## src/rtl/serial_add_ctrl.sv

```systemverilog
// rtl/serial_add_ctrl.sv - bit-serial unsigned adder, one full-adder cell, LSB first
// Optional subtraction (numA - numB via inverted numB and carry-in 1) with SUBTRACAO_EN.
module serial_add_ctrl #(
    parameter int WIDTH = 4
) (
    input  logic             clk,
    input  logic             rst,
    input  logic             start,
    input  logic [WIDTH-1:0] numA,
    input  logic [WIDTH-1:0] numB,
`ifdef SUBTRACAO_EN
    input  logic             op,
`endif
    output logic             busy,
    output logic             done,
    output logic [WIDTH:0]   resultado
);

    localparam int CNT_W = $clog2(WIDTH);
    localparam int PW    = WIDTH - 1;
    localparam logic [CNT_W-1:0] LAST_BIT = CNT_W'(WIDTH - 1);

    typedef enum logic [1:0] {
        OCIOSO,
        SOMANDO,
        CONCLUIDO
    } state_t;

    state_t           state_q, state_d;
    logic [WIDTH-1:0] a_q, a_d;
    logic [WIDTH-1:0] b_q, b_d;
    logic             carry_q, carry_d;
    logic [CNT_W-1:0] cnt_q, cnt_d;
    logic [PW-1:0]    partial_q, partial_d;
    logic [WIDTH:0]   resultado_q, resultado_d;
    logic             done_q, done_d;
`ifdef SUBTRACAO_EN
    logic             op_q, op_d;
`endif

    logic b_bit;
    logic sum_bit;
    logic cout_bit;

    always_comb begin
`ifdef SUBTRACAO_EN
        b_bit = b_q[0] ^ op_q;
`else
        b_bit = b_q[0];
`endif
        sum_bit  = a_q[0] ^ b_bit ^ carry_q;
        cout_bit = (a_q[0] & b_bit) | (carry_q & (a_q[0] ^ b_bit));
    end

    always_comb begin
        state_d     = state_q;
        a_d         = a_q;
        b_d         = b_q;
        carry_d     = carry_q;
        cnt_d       = cnt_q;
        partial_d   = partial_q;
        resultado_d = resultado_q;
        done_d      = 1'b0;
`ifdef SUBTRACAO_EN
        op_d        = op_q;
`endif
        case (state_q)
            SOMANDO: begin
                // partial keeps the WIDTH-1 most recent sum bits; the newest enters at the top
                partial_d = PW'({sum_bit, partial_q} >> 1);
                a_d       = {1'b0, a_q[WIDTH-1:1]};
                b_d       = {1'b0, b_q[WIDTH-1:1]};
                carry_d   = cout_bit;
                cnt_d     = cnt_q + CNT_W'(1);
                if (cnt_q == LAST_BIT) begin
                    resultado_d = {cout_bit, sum_bit, partial_q};
                    done_d      = 1'b1;
                    state_d     = CONCLUIDO;
                end
            end
            default: begin
                if (start) begin
                    a_d     = numA;
                    b_d     = numB;
                    cnt_d   = '0;
`ifdef SUBTRACAO_EN
                    op_d    = op;
                    carry_d = op;
`else
                    carry_d = 1'b0;
`endif
                    state_d = SOMANDO;
                end else begin
                    state_d = OCIOSO;
                end
            end
        endcase
    end

    always_ff @(posedge clk) begin
        if (rst) begin
            state_q     <= OCIOSO;
            a_q         <= '0;
            b_q         <= '0;
            carry_q     <= 1'b0;
            cnt_q       <= '0;
            partial_q   <= '0;
            resultado_q <= '0;
            done_q      <= 1'b0;
`ifdef SUBTRACAO_EN
            op_q        <= 1'b0;
`endif
        end else begin
            state_q     <= state_d;
            a_q         <= a_d;
            b_q         <= b_d;
            carry_q     <= carry_d;
            cnt_q       <= cnt_d;
            partial_q   <= partial_d;
            resultado_q <= resultado_d;
            done_q      <= done_d;
`ifdef SUBTRACAO_EN
            op_q        <= op_d;
`endif
        end
    end

    assign busy      = (state_q == SOMANDO);
    assign done      = done_q;
    assign resultado = resultado_q;

endmodule

```

## config.mk

```make
export PLATFORM = sky130hd
export DESIGN_NAME = serial_add_ctrl
export DESIGN_NICKNAME = d
export VERILOG_FILES = /design/src/rtl/serial_add_ctrl.sv
export SDC_FILE = /design/constraint.sdc
export NUM_CORES = 1
export LEC_CHECK = 0
export CORE_ASPECT_RATIO = 0.8
export CORE_MARGIN = 4
export CORE_UTILIZATION = 40
export CTS_BUF_LIST = sky130_fd_sc_hd__clkbuf_16
export CTS_CLUSTER_DIAMETER = 200
export DETAILED_ROUTE_END_ITERATION = 12
export SYNTH_ARGS = -nofsm -noshare
export SYNTH_HDL_FRONTEND = slang
export SYNTH_SLANG_ARGS = --single-unit
```

## constraint.sdc

```tcl
create_clock -name clk -period 1.4 [get_ports clk]
set_input_delay 0.14 -clock clk [delete_from_list [all_inputs] [get_ports clk]]
set_output_delay 0.14 -clock clk [all_outputs]
set_load 0.05 [all_outputs]
```

ff_map.png
Scale: 4 px per micron.
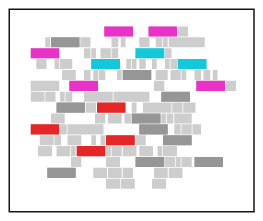
signal	colour	flops
`partial_q`	cyan	3
`a_q`	red	4
`resultado`	magenta	5
not coloured	10

congestion_map.png
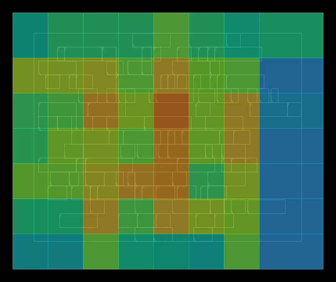
GR Util met3: 4.88%
GRT met2 Usage: 17.3%
GRT busiest layer: met1
Util after Layout: 53.9%

==> results.cfg <==
; flow metrics
[critical_path]
crit_start = state_q[1]$_SDFFE_PP0P_
crit_end = busy
cp_top_family = buffers and inverters
r2r_setup_slack_ns = 0.25
cp.required_ns = 1.26

[clock_tree]
cts.reportedPaths.clkPinSlew_ns = 0.06
cts_resized = 0
cts_sinks = 22
hold_buffers = 0

[placement]
placed_area_sq_um = 1070
gp_congestion = 0.702
dp.cells = 132
dp_hpwl_microns = 1110

[power]
power_leader = sequential cells
internal-power_w = 0.00111
p_sw_share_pct = 21.5
vdd_drop_max_v = 0.000950
finalPower_w = 0.00141

[floorplanning]
die_x_microns = 60.8
initCoreUtil_pct = 41.7
rows = 15

[timing]
timing.fmax_mhz = 791
maxSlewViolCount = 0
hold_viol_final = 0
post-route-period-util_pct = 90.3

[cells_and_area]
multi_input_comb_cells = 63
largestClassByArea = sequential cells
final-nonclk-buf-share_pct = 18.0
area_delta_synth_final_pct = 29.2
inverters = 1
drive_above_1_share_pct = 16.4
n_fill_cell = 191
lay_top_count = dfxtp_1
ff_count = 22
seq_share_pct = 38.2
register_area_sq_um = 440
nClkBuffers = 3

[logic_synthesis]
synth.comb.largest_family = simple AND/OR/NAND/NOR gates
ys_types = 20
largest_area_cell = dfxtp_1
mux_share_pct = 8.98
ys.flops = 22
xor_share_pct = 0
synthCells = 92
syn_area_sq_um = 892
synthArstFlopShare_pct = 0
synth.net_count = 105

[grt]
grt_pass1_vias = 663
globalRouteOverflowTotal = 0
met1_usage_pct = 18.3
grt_pass1_wl_microns = 2900

[min_path]
hold_class = flip-flop to flip-flop
hp-start = resultado[0]$_SDFFE_PP0P_
min_path_cells = 2
whs_endpoint = resultado[0]$_SDFFE_PP0P_

[drt]
route.detailed.drc = 0
drt-initial-drc-count = 17
wirelength_microns = 1600
route.met2.wl_microns = 687
dr.pass1.iters = 4

[status]
status = finished, final reports clean
